==> src/rtl/clk_div_fwd.sv <==
// Clock-support block: integer divider (CE strobe + divided clock), ODDR-style
// forwarding cell, and a LOCKED flag that rises a fixed time after reset release.
module clk_div_fwd #(
  parameter int DIVISOR     = 8,
  parameter int LOCK_CYCLES = 16
) (
  input  logic CLK,
  input  logic RST_N,
  input  logic DIV_CLR,
  output logic CE,
  output logic CLOCK,
  input  logic D1,
  input  logic D2,
  input  logic DDR_CE,
  input  logic DDR_R,
  input  logic DDR_S,
  output logic Q,
  output logic LOCKED
);

  localparam int CNT_W  = (DIVISOR > 1) ? $clog2(DIVISOR) : 1;
  localparam int LOCK_W = $clog2(LOCK_CYCLES + 1);
  localparam logic [CNT_W-1:0]  CNT_LAST  = CNT_W'(DIVISOR - 1);
  localparam logic [CNT_W-1:0]  CNT_HALF  = CNT_W'(DIVISOR / 2);
  localparam logic [LOCK_W-1:0] LOCK_LAST = LOCK_W'(LOCK_CYCLES);

  logic [CNT_W-1:0]  cnt_q, cnt_d;
  logic              ce_q, ce_d;
  logic              clock_q, clock_d;
  logic [LOCK_W-1:0] lock_cnt_q, lock_cnt_d;
  logic              locked_q, locked_d;
  logic              d1_q, d1_d;
  logic              d2_q, d2_d;
  logic              d2n_q, d2n_d;
  logic              cnt_wrap;

  always_comb begin
    cnt_wrap = (cnt_q == CNT_LAST);
    cnt_d    = (DIV_CLR || cnt_wrap) ? '0 : cnt_q + 1'b1;
    ce_d     = cnt_wrap && !DIV_CLR;
    // High phase covers the first DIVISOR/2 counts, so odd ratios stretch the low phase.
    clock_d  = (cnt_q < CNT_HALF) && !DIV_CLR;

    lock_cnt_d = (lock_cnt_q == LOCK_LAST) ? lock_cnt_q : lock_cnt_q + 1'b1;
    locked_d   = (lock_cnt_d == LOCK_LAST);

    d1_d = d1_q;
    d2_d = d2_q;
    if (DDR_R) begin
      d1_d = 1'b0;
      d2_d = 1'b0;
    end else if (DDR_S) begin
      d1_d = 1'b1;
      d2_d = 1'b1;
    end else if (DDR_CE) begin
      d1_d = D1;
      d2_d = D2;
    end
    d2n_d = d2_q;
  end

  always_ff @(posedge CLK or negedge RST_N) begin
    if (!RST_N) begin
      cnt_q      <= '0;
      ce_q       <= 1'b0;
      clock_q    <= 1'b0;
      lock_cnt_q <= '0;
      locked_q   <= 1'b0;
      d1_q       <= 1'b0;
      d2_q       <= 1'b0;
    end else begin
      cnt_q      <= cnt_d;
      ce_q       <= ce_d;
      clock_q    <= clock_d;
      lock_cnt_q <= lock_cnt_d;
      locked_q   <= locked_d;
      d1_q       <= d1_d;
      d2_q       <= d2_d;
    end
  end

  // Low-phase data is retimed onto the falling edge so it cannot glitch into the high phase.
  always_ff @(negedge CLK or negedge RST_N) begin
    if (!RST_N) begin
      d2n_q <= 1'b0;
    end else begin
      d2n_q <= d2n_d;
    end
  end

  assign Q      = CLK ? d1_q : d2n_q;
  assign CE     = ce_q;
  assign CLOCK  = clock_q;
  assign LOCKED = locked_q;

endmodule

==> config.mk <==
export PLATFORM = sky130hd
export DESIGN_NAME = clk_div_fwd
export DESIGN_NICKNAME = d
export VERILOG_FILES = /design/src/rtl/clk_div_fwd.sv
export SDC_FILE = /design/constraint.sdc
export NUM_CORES = 1
export LEC_CHECK = 0
export CORE_MARGIN = 8
export CORE_UTILIZATION = 35
export DETAILED_ROUTE_END_ITERATION = 12
export DONT_BUFFER_PORTS = 1
export GPL_ROUTABILITY_DRIVEN = 1
export PLACE_DENSITY = 0.58
export SLEW_MARGIN = 15
export SYNTH_ARGS = -nofsm -noshare
export SYNTH_HDL_FRONTEND = slang
export SYNTH_SLANG_ARGS = --single-unit
==> constraint.sdc <==
create_clock -name CLK -period 1.5 [get_ports CLK]
set_input_delay 0.225 -clock CLK [delete_from_list [all_inputs] [get_ports CLK]]
set_output_delay 0.225 -clock CLK [all_outputs]
set_load 0.02 [all_outputs]
### Cells by drive strength

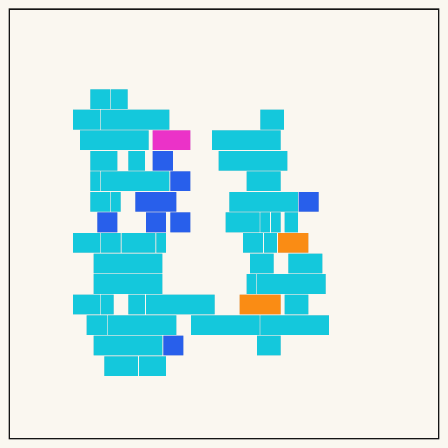
| colour | size | cells | share |
|---|---|---|---|
| orange | x2 | 2 | 3.6% |
| blue | x3 and x4 | 8 | 14% |
| magenta | x6 and larger | 1 | 1.8% |
| cyan | x1 and smaller | 45 | 80% |
Syn-to-layout area delta: 24.2%
Buffers excl. clock: 6
post-route cell area: 719 um^2
Final WS setup: -0.506 ns

### Cell classes on the final placement

Bar = 20 um. Fill, decap, tap and diode cells in grey.
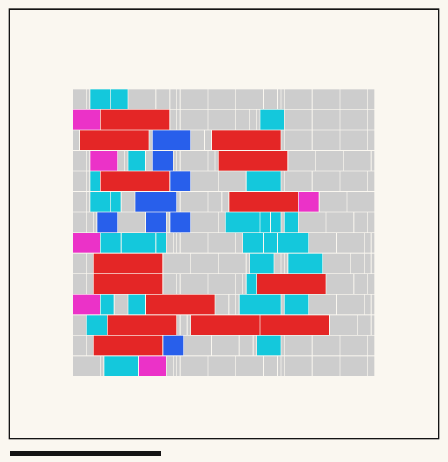
| colour | class | cells | share of their area |
|---|---|---|---|
| red | sequential cells | 14 | 50% |
| blue | clock drivers and dummy loads | 8 | 11% |
| magenta | remaining buffers and delay cells | 6 | 8.2% |
| cyan | remaining logic cells | 28 | 31% |
core area: 1520 um^2
fin util: 47.2%
Rows: 14

### Placement view

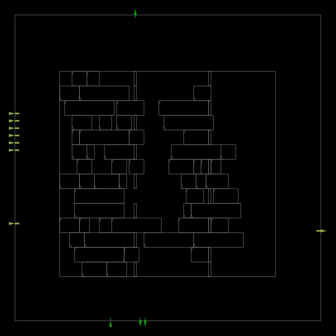
# Taps: 16
# fillers: 140
num sequential: 14

==> ci_impl_report.md <==
## Synthesis and layout report

| Metric | Value |
|---|---|
| Met2 Usage GRT | 13.5% |
| Hold Crit Start | DDR_CE |
| Storage element area | 350 um^2 |
| Data arrival time of the critical path | 1.78 ns |
| Setup TNS | -0.506 ns |
| RR Endpoint | d2_q |
| Simple share | 17.7% |
| Avg WL per Cell | 15.5 um |
| CP max stage delay | 0.33 ns |
| Hold path endpoint | d1_q |
| # port buffers | 0 |
| Aoi share | 3.89% |
| Tool warnings | 31 |
| Syn Inst Count | 43 |
| Max VDD drop | 0.691 mV |
| Critical Path End Type | output port |
| Final WS setup | -0.506 ns |
| Top cell area share | 56.2% |
| Finished Layout Cells | 72 |
| Post_cts resized | 0 |
| Die area | 3210 um^2 |
| Setup violations, final | 1 |
| Gr ovfl total | 0 |
| Post-route ant nets | 0 |
| DRT Pass-1 Iters | 2 |
| Mux frac, synth | 1.94% |
| Distinct cells, synth | 16 |
| Crit path buf inv count | 0 |
| Area reported by Yosys stat | 579 um^2 |
| GRT Overall Usage | 7.64% |
| DR vias/cell | 5.33 |
| Critical path type | flip-flop to output port |
| Setup crit start kind | flip-flop |
| Post-Syn Area | 579 um^2 |
| Area-dominant class | flip-flops and latches |
| Failing checks | negative setup slack |
| Power share of the clock group | 49.7% |
| Xor/xnor share | 6.05% |
| R2R Setup Slk | 0.10 ns |
| Fraction of area in registers | 48.7% |
| Number of logic gates | 27 |
| Adder Area Share | 8.64% |
| Switch Pwr | 194 uW |
| Number of global-route vias before repair | 453 |
| Die Span Y | 56.7 um |
| Status | finished, violations left |
| Total power draw | 871 uW |
| Synthesized registers | 14 |
| Slew Limit Fails | 0 |
| # DRC | 0 |
| Worst-path cell chain | mux2_4 |
| Leak | 0.000333 uW |
| Met3 routed WL | 69 um |
| Most numerous logic cell after layout | dfrtp_1 |
| Final Hold Viols | 0 |
| Top Usage Layer GRT | met2 |
| Cell area leaders | dfrtp_1, ha_1, xnor2_1 |
| Worst hold margin | 0.0300 ns |
| Total Routed Length | 1110 um |
| GR Layer Usage met3 | 4.27% |
| Setup repair bufs after CTS | 0 |
| CP top delay family | flip-flops |
| Power Sequential | 402 uW |
| FP Core Util | 38.0% |
| Post-synth seq share | 60.5% |
| Chip width | 56.7 um |
| Worst slew margin | 60.9% |
| Number of diodes | 0 |
| Combinational power | 36.6 uW |
| Top logic family | simple AND/OR/NAND/NOR gates |
| Reg2reg start | d2_q |
| RePlAce Congestion | 0.609 |
| Buffer share of cell area | 8.00% |
| Yosys warnings | 0 |
| Comb/total area | 31.3% |
| Hold Path Class | input pin to flip-flop |
| Clk_skew | 0.0144 ns |
| Metal1 wirelength | 405 um |
| DRT iter0 DRCs | 4 |
| Worst Path Max Fanout | 1 |
| Hold Buf Count CTS | 5 |
| Sequential share of power | 46.1% |
| Metal2 WL | 600 um |
| Mean Syn Cell Area | 13.5 um^2 |
| Most numerous logic cells after layout | dfrtp_1, clkbuf_4, dlygate4sd3_1 |
| Place WS | -0.0851 ns |
| First-pass GRT wire length | 1900 um |
| Worst path slowest cell | dfrtn_1 |
| Yosys stat cell total | 43 |
| Internal power | 677 uW |
| Hpwl dp | 835 um |
| Crit path depth | 1 |
| Net count after synthesis | 55 |
| Worst slew pin tran | 0.585 ns |
| Clk. pwr | 433 uW |
synth_stat cells:
master and number:
and4b_2 1, nor4b_2 1, a211oi_1 2, o21bai_1 1
nand3_1 2, xnor2_1 4, and4bb_1 1, nor2_1 4
dfrtp_1 13, nor3b_1 2, inv_1 2, dfrtn_1 1
ha_1 4, mux2_2 1, nor3_1 1, nor2b_1 3
how the worst max path moves through the flow:
stage          slack [ns]  to   from
2_1_floorplan       -0.08   Q  d2n_q
3_3_place_gp        -0.08   Q  d2n_q
3_5_place_dp        -0.09   Q  d2n_q
4_1_cts             -0.52   Q  d2n_q
5_1_grt             -0.54   Q  d2n_q
6_report            -0.51   Q  d2n_q
state kept, by name (all words and copies together), names as in the netlist:
name,flops
d2_q,1
lock_cnt_q,5
d1_q,1
d2n_q,1
LOCKED,1
CLOCK,1
cnt_q,3
CE,1
No activity file was given, so power comes from the tool's default toggle rates.
